<file path="src/rtl/reduce_pkg.sv">
// reduce_pkg: operator codes and FSM state encoding shared by the reduction unit.
package reduce_pkg;
    localparam logic [1:0] MODE_OR  = 2'b00;
    localparam logic [1:0] MODE_AND = 2'b01;
    localparam logic [1:0] MODE_XOR = 2'b10;
    localparam logic [1:0] MODE_NOR = 2'b11;
    typedef enum logic [1:0] {ST_IDLE, ST_ACC, ST_DONE} state_t;
endpackage

</file>
<file path="src/rtl/reduce_vec.sv">
// reduce_vec: combinational reduction of an N-bit word to one bit; NOR reduces as OR.
module reduce_vec import reduce_pkg::*; #(
    parameter int N = 4
) (
    input  logic [N-1:0] x,
    input  logic [1:0]   mode,
    output logic         red
);
    always_comb begin
        red = mode == MODE_AND ? &x : mode == MODE_XOR ? ^x : |x;
    end
endmodule

</file>
<file path="src/rtl/reduce_accum.sv">
// reduce_accum: accumulates per-word reductions over a frame of BEATS words and
// hands out one result bit per frame over valid/ready.
module reduce_accum import reduce_pkg::*; #(
    parameter int N     = 4,
    parameter int BEATS = 4
) (
    input  logic         clk,
    input  logic         rst,
    input  logic [1:0]   mode,
    input  logic [N-1:0] x,
    input  logic         in_valid,
    output logic         in_ready,
    output logic         res,
    output logic         res_valid,
    input  logic         res_ready
);
    localparam int CW = $clog2(BEATS + 1);
    state_t        state, state_n;
    logic [CW-1:0] cnt, cnt_inc;
    logic [1:0]    mode_q, red_mode;
    logic          acc, acc_op, red, accept, last;
    assign accept   = in_valid && in_ready;
    assign cnt_inc  = cnt + 1'b1;
    // The first beat reduces with the live mode; later beats use the latched one.
    assign red_mode = state == ST_IDLE ? mode : mode_q;
    assign last     = (state == ST_IDLE && BEATS == 1) || (state == ST_ACC && cnt_inc == CW'(BEATS));
    assign acc_op   = mode_q == MODE_AND ? acc & red : mode_q == MODE_XOR ? acc ^ red : acc | red;
    reduce_vec #(.N(N)) u_red (
        .x    (x),
        .mode (red_mode),
        .red  (red)
    );
    always_comb begin
        state_n = state;
        if (state == ST_DONE)
            state_n = res_ready ? ST_IDLE : ST_DONE;
        else if (accept)
            state_n = last ? ST_DONE : ST_ACC;
    end
    always_ff @(posedge clk) begin
        if (rst)
            state <= ST_IDLE;
        else
            state <= state_n;
    end
    always_ff @(posedge clk) begin
        if (rst) begin
            acc    <= 1'b0;
            cnt    <= '0;
            mode_q <= MODE_OR;
        end else if (accept) begin
            acc <= state == ST_IDLE ? red : acc_op;
            cnt <= state == ST_IDLE ? CW'(1) : cnt_inc;
            if (state == ST_IDLE)
                mode_q <= mode;
        end else if (state == ST_DONE && res_ready) begin
            cnt <= '0;
        end
    end
    // NOR is applied once to the whole-frame OR at the output.
    assign in_ready  = state != ST_DONE;
    assign res_valid = state == ST_DONE;
    assign res       = res_valid & (acc ^ (mode_q == MODE_NOR));
endmodule

</file>
<file path="config.mk">
export PLATFORM = sky130hd
export DESIGN_NAME = reduce_accum
export DESIGN_NICKNAME = d
export VERILOG_FILES = /design/src/rtl/reduce_pkg.sv /design/src/rtl/reduce_vec.sv /design/src/rtl/reduce_accum.sv
export SDC_FILE = /design/constraint.sdc
export NUM_CORES = 1
export LEC_CHECK = 0
export CAP_MARGIN = 40
export CORE_AREA = 2 2 39 41
export DETAILED_ROUTE_END_ITERATION = 10
export DIE_AREA = 0 0 41 43
export PLACE_DENSITY = 0.73
export SYNTH_ARGS = -nofsm -noshare
export SYNTH_HDL_FRONTEND = slang
export SYNTH_SLANG_ARGS = --single-unit
export TNS_END_PERCENT = 50
</file>
<file path="constraint.sdc">
create_clock -name clk -period 2.9 [get_ports clk]
set_input_delay 0.58 -clock clk [delete_from_list [all_inputs] [get_ports clk]]
set_output_delay 0.58 -clock clk [all_outputs]
set_load 0.02 [all_outputs]
</file>
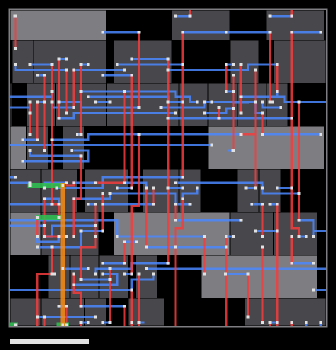
*A small window of the routed layout, run 1*
Scale bar: 5 um. Region (10, 20) to (30, 40) um. Cells in grey, sequential cells in the stronger grey; small squares are vias.
| layer | colour |
|---|---|
| metal 1 | blue |
| metal 2 | red |
| metal 4 | orange |
| metal 3 | green |
sequential cells in the window: 4
most frequent: inv_1 (4), nand2_1 (4), dfxtp_1 (4)
netlist names of flops here include: cnt (2)
cells with their middle in the window: 40

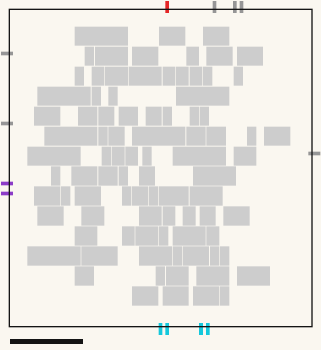
*Pin map, run 1*
Scale bar: 10 um. Pins as bars across the die edge, other pins in grey.
| port | colour | pins | direction | edge |
|---|---|---|---|---|
| res_ready | red | 1 | input | top |
| x | cyan | 4 | input | bottom |
| mode | purple | 2 | input | left |
all pins by edge: 4 left, 4 top, 4 bottom, 1 right

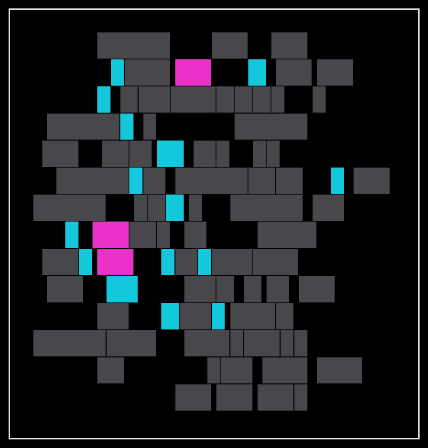
*Selected gate families, run 1*
| family | colour | cells | most used |
|---|---|---|---|
| nor cells | cyan | 15 | nor2_1 |
| mux cells | magenta | 3 | mux2i_1 |

==> run_results.csv, run 1 <==
group,metric,value,unit
clock_network,insertion_delay,260,ps
routing,wl_per_cell,10.9,um
final_layout,layout.cells.most_common,"clkdlybuf4s50_1",
yosys,async_reset_ff_share,0,%
worst_setup_path,critPathMostFrequentCell,"ha_1",
yosys,ys_sh_mux,4.86,%
run,openroad.warnings,28,
placement,numPortBuffers,12,
final_timing,timing.fmax,0.393,GHz
global_routing,grt_usage,16.9,%
clock_network,cts_made_buffers,3,
worst_setup_path,critical_path.slowest_cell,"clkdlybuf4s50_1",
global_routing,global_route.peak_usage_layer,"met1",
worst_setup_path,setup_crit_end,"acc",
status,status,"complete, no violations",
yosys,synth_cell_types,27,
final_timing,grt_setup_unrepaired,"false",
placement,placed_cells,101,
worst_setup_path,worst_case_register_to_register_setup_slack,710,ps
worst_setup_path,worstSetupPathType,"in2reg",
final_layout,nFillCells,141,
global_routing,pin_count_of_the_biggest_net_entering_global_routing,12,
final_layout,multi_input_comb_cells,56,
final_timing,worst_hold_margin,502,ps
placement,pre_cts_ws,71.0,ps
final_layout,flip_flop_count_of_the_largest_register_after_layout,3,
clock_network,holdBufCountCts,0,
clock_network,cts_max_level,1,
final_timing,layout_worst_path_cycle_share,87.8,%
final_layout,nClkBuffers,3,
clock_network,clkSlewWorstSetupHoldPaths,60,ps
worst_setup_path,required,3030,ps
clock_network,post_cts_setup_repair_buffer_count,0,
routing,iteration_count_of_the_initial_detailed_routing_pass,4,
final_timing,worst_slew_margin_rel,75.9,%
final_timing,setup-violations-final,0,
final_layout,post_route_cells_drive_above_1_share,9.09,%
hold_path,min_from,"cnt[1]",
floorplan,die_w,41,um
final_timing,layout_setup_ws,355,ps
worst_setup_path,cp-startpoint,"x[2]",
yosys,synth.cellmix.xorXnorShare,5.67,%
final_timing,finalHoldViolations,0,
final_layout,areaGrowthSynthToFinish,22.7,%
yosys,yosys-top-cells-area,"dfxtp_1 26%, ha_1 14%, nor2_1 6.1%",
pwr,power.switching_fraction,28.1,%
final_timing,finalWorstPathRequiredPeriod,2540,ps
final_layout,largestClassByArea,"multi-input combinational cells",
final_layout,comb_share,53.0,%
worst_setup_path,path_cells,"clkdlybuf4s50_1, inv_1, ha_1, xor2_1, o21ai_0, nand3_1, ha_1, o221a_2, o22ai_1, a41oi_2",
==> run 2, diff against run 1 <==
--- a/config.mk
+++ b/config.mk
@@ -7,8 +7,10 @@
 export LEC_CHECK = 0
 export CAP_MARGIN = 40
 export CORE_AREA = 2 2 39 41
+export CTS_CLUSTER_DIAMETER = 50
 export DETAILED_ROUTE_END_ITERATION = 10
 export DIE_AREA = 0 0 41 43
+export HOLD_SLACK_MARGIN = 0.03
 export PLACE_DENSITY = 0.73
 export SYNTH_ARGS = -nofsm -noshare
 export SYNTH_HDL_FRONTEND = slang
==> constraint.sdc (replaced) <==
create_clock -name clk -period 3.25 [get_ports clk]
set_input_delay 0.65 -clock clk [delete_from_list [all_inputs] [get_ports clk]]
set_output_delay 0.65 -clock clk [all_outputs]
set_load 0.02 [all_outputs]
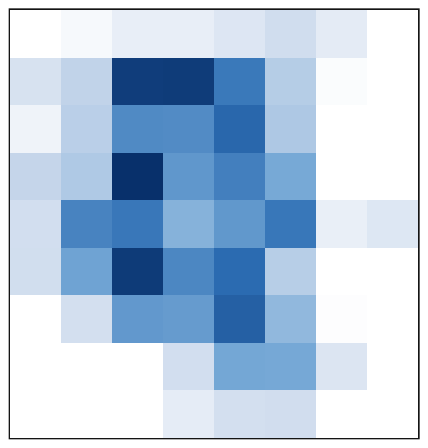
*Wiring heat map, run 2*
The die is cut into 8 by 9 equal tiles; white is low, dark blue is high, scaled to the fullest tile. Values are wire area over tile area, all layers added.
mean over tiles: 0.097
nearly empty tiles: 29%
densest ninth of the die: middle
fullest tile: 0.32
emptiest ninth of the die: bottom left

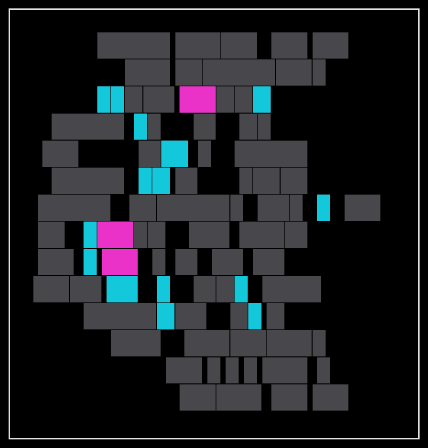
*Selected gate families, run 2*
| family | colour | cells | most used |
|---|---|---|---|
| mux cells | magenta | 3 | mux2i_1 |
| nor cells | cyan | 15 | nor2_1 |

==> run 2 against run 1 <==
Effect of this change: worst hold slack got worse by 11 ps; via count shrank 0.91%; critical path type unchanged; core utilization is the same; final cell count did not move; largest cell class unchanged.
==> run_results.csv, run 2 <==
group,metric,value,unit
status,status,"complete, no violations",
yosys,synth.cellmix.xorXnorShare,5.67,%
final_timing,worst_hold_margin,491,ps
placement,placed_cells,101,
clock_network,cts_made_buffers,3,
final_timing,timing.fmax,0.377,GHz
worst_setup_path,cp-startpoint,"x[2]",
worst_setup_path,critical_path.slowest_cell,"clkdlybuf4s50_1",
clock_network,clkSlewWorstSetupHoldPaths,50,ps
worst_setup_path,worstSetupPathType,"in2reg",
yosys,ys_sh_mux,4.86,%
global_routing,pin_count_of_the_biggest_net_entering_global_routing,12,
yosys,synth_cell_types,27,
final_layout,multi_input_comb_cells,56,
final_timing,finalWorstPathRequiredPeriod,2660,ps
placement,numPortBuffers,12,
final_timing,finalHoldViolations,0,
routing,wl_per_cell,10.3,um
yosys,yosys-top-cells-area,"dfxtp_1 26%, ha_1 14%, nor2_1 6.1%",
worst_setup_path,setup_crit_end,"acc",
global_routing,grt_usage,16.2,%
global_routing,global_route.peak_usage_layer,"met2",
worst_setup_path,path_cells,"clkdlybuf4s50_1, inv_1, ha_1, xor2_1, o21ai_0, nand3_1, ha_1, o221a_2, o22ai_1, a41oi_2",
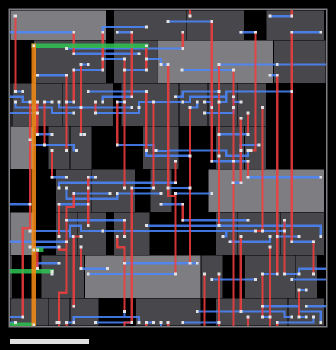
*A small window of the routed layout, run 2*
Scale bar: 5 um. Region (10, 20) to (30, 40) um. Cells in grey, sequential cells in the stronger grey; small squares are vias.
| layer | colour |
|---|---|
| metal 2 | red |
| metal 1 | blue |
| metal 4 | orange |
| metal 3 | green |
cells with their middle in the window: 41
netlist names of flops here include: cnt (2)
most frequent: inv_1 (4), dfxtp_1 (4)
sequential cells in the window: 4

==> run 3, diff against run 2 <==
==> constraint.sdc (replaced) <==
create_clock -name clk -period 2.5 [get_ports clk]
set_input_delay 0.5 -clock clk [delete_from_list [all_inputs] [get_ports clk]]
set_output_delay 0.5 -clock clk [all_outputs]
set_load 0.02 [all_outputs]
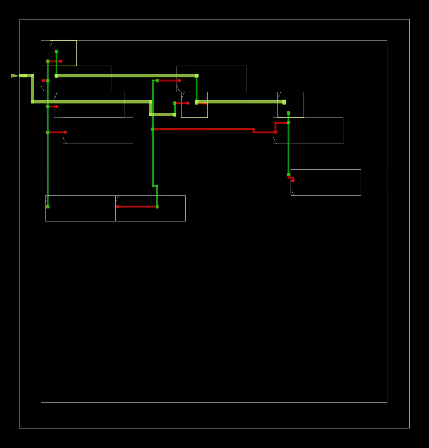
*Clock nets, run 3*
number of clock buffers in the layout: 3
total clock buffers created by CTS: 3
setup skew after layout: 10.4 ps

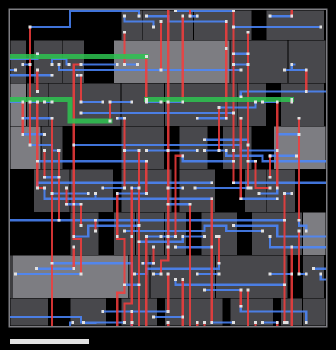
*A small window of the routed layout, run 3*
Scale bar: 5 um. Region (10, 20) to (30, 40) um. Cells in grey, sequential cells in the stronger grey; small squares are vias.
| layer | colour |
|---|---|
| metal 2 | red |
| metal 1 | blue |
| metal 3 | green |
cells with their middle in the window: 43
sequential cells in the window: 2
most frequent: nor2_1 (5), nand2b_1 (4), inv_1 (4)
netlist names of flops here include: cnt (1), state (1)

==> run 3 against run 2 <==
Effect of this change: clock power rose by 29%; worst hold slack worse by 3.3 ps; first-iteration DRC count rose by 120%; count of clock-buffer cells in the layout unchanged; area after synthesis is the same; sequential share of layout area is 1.3 points lower; synthesized cell count did not move; largest power group unchanged.
==> run_results.csv, run 3 <==
group,metric,value,unit
worst_setup_path,cp-startpoint,"mode[1]",
worst_setup_path,required,2630,ps
placement,placed_cells,106,
final_layout,areaGrowthSynthToFinish,31.0,%
final_layout,nFillCells,135,
final_timing,worst_hold_margin,488,ps
routing,wl_per_cell,10.8,um
status,status,"complete, no violations",
floorplan,die_w,41,um
placement,numPortBuffers,12,
worst_setup_path,setup_crit_end,"acc",
final_layout,largestClassByArea,"multi-input combinational cells",
yosys,synth.cellmix.xorXnorShare,5.67,%
placement,pre_cts_ws,-220,ps
worst_setup_path,path_cells,"clkdlybuf4s50_1, or4b_4, o21ai_2, nand3_2, nand3_1, ha_1, o221a_2, o22ai_2, a41oi_2",
hold_path,min_from,"cnt[2]",
clock_network,clkSlewWorstSetupHoldPaths,60,ps
clock_network,holdBufCountCts,0,
clock_network,insertion_delay,250,ps
global_routing,pin_count_of_the_biggest_net_entering_global_routing,10,
run,openroad.warnings,28,
final_timing,finalHoldViolations,0,
final_layout,multi_input_comb_cells,56,
worst_setup_path,worstSetupPathType,"in2reg",
final_timing,setup-violations-final,0,
global_routing,global_route.peak_usage_layer,"met1",
yosys,synth_cell_types,27,
yosys,async_reset_ff_share,0,%
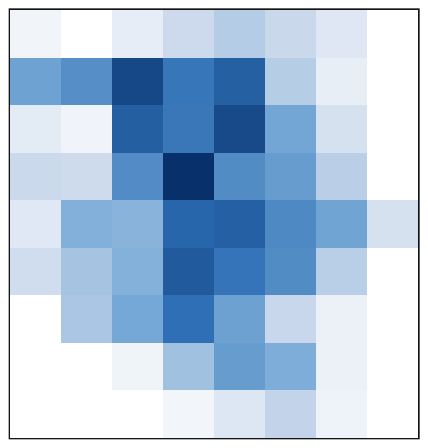
*Wiring heat map, run 3*
The die is cut into 8 by 9 equal tiles; white is low, dark blue is high, scaled to the fullest tile. Values are wire area over tile area, all layers added.
mean over tiles: 0.11
emptiest ninth of the die: bottom left
tiles over half the peak: 33%
densest ninth of the die: middle

Power is estimated from default activity; no workload was simulated.
